Fig. 1: run 1, floorplan with the power grid
The bar under the picture is 20 um long. Pins as bars on the die edge.
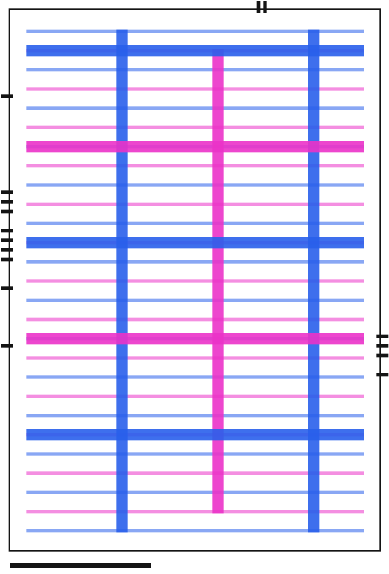
Fig. 2: run 1, placed cells, one colour a class
The bar under the picture is 20 um long.
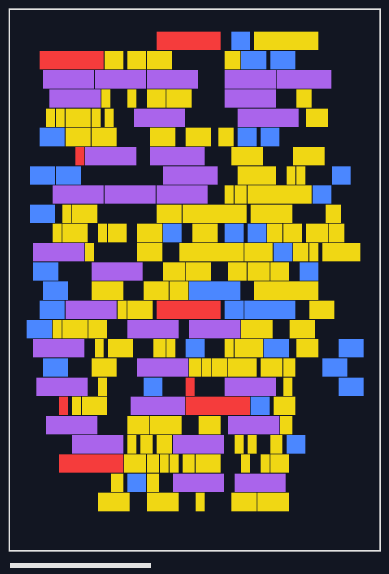
Fig. 3: run 1, clock wires, drivers and flops
The bar under the picture is 20 um long.
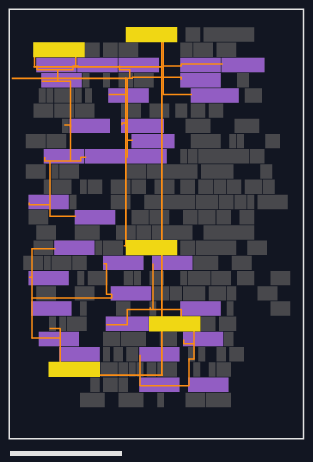
==> config.mk <==
export PLATFORM = sky130hd
export DESIGN_NAME = p2s_link_tx
export DESIGN_NICKNAME = d
export VERILOG_FILES = /design/src/rtl/link_pkg.sv /design/src/rtl/link_clk_gen.sv /design/src/rtl/p2s_link_tx.sv
export SDC_FILE = /design/constraint.sdc
export NUM_CORES = 1
export LEC_CHECK = 0
export CORE_ASPECT_RATIO = 1.5
export CORE_MARGIN = 2
export CORE_UTILIZATION = 42
export CTS_BUF_LIST = sky130_fd_sc_hd__clkbuf_16
export DETAILED_ROUTE_END_ITERATION = 8
export PLACE_DENSITY = 0.65
export SYNTH_ARGS = -nofsm -noshare
export SYNTH_HDL_FRONTEND = slang
export SYNTH_SLANG_ARGS = --single-unit
==> constraint.sdc <==
create_clock -name clk -period 1.6 [get_ports clk]
set_input_delay 0.24 -clock clk [delete_from_list [all_inputs] [get_ports clk]]
set_output_delay 0.24 -clock clk [all_outputs]
set_load 0.01 [all_outputs]
==> results.rst <==
Synthesis and place-and-route
=============================

.. list-table::
   :header-rows: 1

   * - Metric
     - Value
   * - Result of the run
     - finished, violations left
   * - Violated checks
     - negative setup slack
   * - Reg2reg path depth
     - 6
   * - Endpoints failing setup
     - 4
   * - Ys async rst share
     - 0%
   * - Maximum number of pins on one net before global-route repair
     - 25
   * - Leakage power
     - 0.820 nW
   * - CTS root buffer
     - clkbuf_16
   * - Top-Level Pins
     - 16
   * - Source-to-sink clock delay at the later pin of the worst-skew pair
     - 0.27 ns
   * - Final tally of hold violations
     - 0
   * - Initial core utilization
     - roughly 43%
   * - Chip area line of the yosys report
     - between 1000 and 1500 um^2
   * - Inst Count DP
     - ~220
   * - CP max-delay cell
     - or3b_4
   * - Iteration tally of the first detailed-router pass
     - 4
   * - Number of port buffers
     - 15
   * - Power Dens Cells
     - 988 nW/um^2
   * - Most used cell, CP
     - ha_4
   * - Crit-path max cell delay
     - 0.40 ns
   * - Area delta synth->final
     - 40.4%
   * - Fraction of layout cells with a size suffix above 1
     - 28.0%
   * - Post-layout worst setup margin
     - -0.00387 ns
   * - Logic area
     - between 900 and 1000 um^2
   * - Total of warnings raised by yosys
     - 0
   * - Total track usage
     - 18.5%
   * - Diode insertion count for antenna repair
     - 0
   * - Arrival time at the worst endpoint
     - 1.77 ns
   * - Synth Net Count
     - 172
   * - Post-layout minimum cycle time
     - about 1.6 ns
   * - Post-route fraction of the period consumed by the critical path
     - 100%
   * - Number of global-route vias before repair
     - 1,253
   * - Unrepaired setup endpoints after global routing
     - true
   * - Inserted Clock Buffers
     - 5
   * - Peak fanout along the critical path
     - 6
   * - Required time of the worst setup path
     - roughly 1.8 ns
   * - Detailed-route via count
     - between 1,000 and 1,500
   * - Crit path buffers/inverters
     - 0
   * - Residual DRC count
     - 0
   * - Post-detailed-placement cell area
     - around 1800 um^2
   * - Cell breakdown of the critical path
     - ha_4, ha_4, or3b_4, a21oi_4, a211oi_2, or2_1
   * - Number of max-slew violations in the final report
     - 0
   * - Distinct lib cells
     - 40
   * - Worst slack at placement
     - -0.0901 ns
   * - Total of max-cap violations
     - 0
   * - Routed via count divided by cell count
     - around 5.3
   * - Slew Limit Headroom
     - 77.6%
   * - Cell count in the Yosys report
     - between 150 and 200
   * - CP delay by family, top
     - simple AND/OR/NAND/NOR gates
   * - Final layout net count
     - 205
   * - Post-synth EDFFs
     - 0
   * - Number of fill cells
     - 310
   * - Primary FF master, synth
     - dfxtp_1
   * - Synthesized area
     - 1470 um^2
   * - Achievable Freq
     - 623 MHz
   * - # clock sinks
     - 31
   * - H-tree levels
     - 2
   * - Flop2flop setup slack
     - -0.004 ns
   * - Total congestion overflow after global routing
     - 0
   * - Wire length of the first global-routing pass
     - 5460 um
   * - Die footprint
     - 4000 um^2
   * - Worst hold path stage count
     - 2
Notes on Fig. 1 above:
legend:
  VSS:
    colour: blue
  VDD:
    colour: magenta
met4 straps: 3
met1 rails: 27
signal pins: 16
die span in x: 52.3 um
vertical extent of the die: 76.5 um
Peak supply drop: 0.00107 V
core region area: 3380 um^2

Notes on Fig. 2 above:
legend:
  clock drivers and dummy loads:
    colour: red
    cells: 8
    share_of_their_area: 6.8%
  combinational and other logic:
    colour: yellow
    cells: 114
    share_of_their_area: 47%
  other buffers and delay cells:
    colour: blue
    cells: 33
    share_of_their_area: 15%
  flops:
    colour: purple
    cells: 31
    share_of_their_area: 31%
total number of placement rows: 26
sequential share of cell area: 30.5%
Post-Route Utilization: 61.0%
Layout Cell Area excl Fill: 2060 um^2

Notes on Fig. 3 above:
legend:
  clock drivers:
    colour: yellow
    count: 5
  clock wires:
    colour: orange
    length: 403 um
  flip-flops:
    colour: purple
    count: 31
routed clock nets: 6
post-route clock skew: 0.00303 ns
power drawn by the clock network: 857 uW

==> run 1: layout make-up <==
type                       count  area share (%)
tap                           42            2.55
inverter                       6            1.09
sequential                    31            30.5
clock inverter                 3           0.545
clock buffer                   5            6.06
multi-input combinational    108            44.2
timing repair buffer          33            15.0
==> run 1: worst register-to-register path, stage by stage, from the launching register on <==
cell and delay (ns):
dfxtp_2 0.35, ha_4 0.14, ha_4 0.15, or3b_4 0.40, a21oi_4 0.16, a211oi_2 0.09, or2_1 0.21
==> run 1: metal layers <==
layer | routed length, um | GRT usage [%]
met5 | 0 | 0
met4 | 91 | 11.3
met2 | 1890 | 31.0
met3 | 124 | 5.10
met1 | 1250 | 19.6
==> run 1: synth_stat cells (all sizes together), types with 2 or more instances <==
| cell type | n | area, um^2 |
|---|---|---|
| a211oi | 8 | 65.1 |
| a21oi | 7 | 38.8 |
| and3b | 2 | 17.5 |
| buf | 6 | 33.8 |
| dfxtp | 31 | 621 |
| ha | 9 | 113 |
| inv | 6 | 22.5 |
| mux2i | 18 | 180 |
| nand2 | 2 | 7.51 |
| nand2b | 2 | 12.5 |
| nand3b | 2 | 15.0 |
| nor2 | 24 | 97.6 |
| nor2b | 3 | 18.8 |
| nor3 | 9 | 45.0 |
| xor2 | 3 | 26.3 |
==> run 1: where the power goes <==
part	switching (mW)	leakage, nW	internal [mW]	total, mW
registers	0.0321	0.256	0.825	0.857
logic	0.154	0.494	0.173	0.327
clock network	0.301	0.0701	0.556	0.857
total	0.487	0.820	1.55	2.04
==> run 1: per-stage QoR <==
step / TNS (ns) / utilization, % / hold slack (ns) / total power, mW
3_5_place_dp: -0.576 / 52.4 / 0.452 / 1.16
3_3_place_gp: -0.0292 / 52.4 / 0.445 / 1.15
5_1_grt: -0.264 / 61.0 / 0.486 / 2.13
2_1_floorplan: 0 / - / 0.387 / 1.04
4_1_cts: -0.0717 / 58.4 / 0.458 / 2.04
6_report: -0.00939 / 61.0 / 0.455 / 2.04
==> run 1: cells by family (layout without fill, tap and decap cells) <==
group           count (synthesis)  in the layout  share of synthesized area [%]
compound gates                 24             24                           12.1
simple gates                   53             53                           19.3
flops                          31             31                           42.2
fa+ha+maj                       9              9                           7.66
xor+xnor                        4              4                           2.38
mux                            18             18                           12.3
buf+inv                        13             47                           4.08
==> run 1: timing repair <==
action	CTS	global route
setup buffers	3	2
endpoints found under the setup margin	12	15
resized	8	16
pin swaps	6	7
==> run 1: placed cells by master, fill, tap and decap left out, types with 2 or more instances in the layout <==
| cell type | instances |
|---|---|
| nor2_1 | 23 |
| xor2_1 | 3 |
| inv_2 | 2 |
| a211oi_1 | 5 |
| a211oi_2 | 3 |
| nand3b_1 | 2 |
| clkinv_1 | 2 |
| clkbuf_16 | 5 |
| mux2i_1 | 18 |
| inv_1 | 5 |
| nor3_2 | 3 |
| a21oi_1 | 4 |
| nor2b_1 | 3 |
| ha_1 | 4 |
| nand2_1 | 2 |
| ha_4 | 5 |
| nor3_1 | 6 |
| clkdlybuf4s50_1 | 15 |
| a21oi_2 | 2 |
| nand2b_1 | 2 |
| dfxtp_1 | 26 |
| buf_12 | 2 |
| dfxtp_2 | 4 |
| buf_4 | 16 |
Power is estimated from default activity; no workload was simulated.
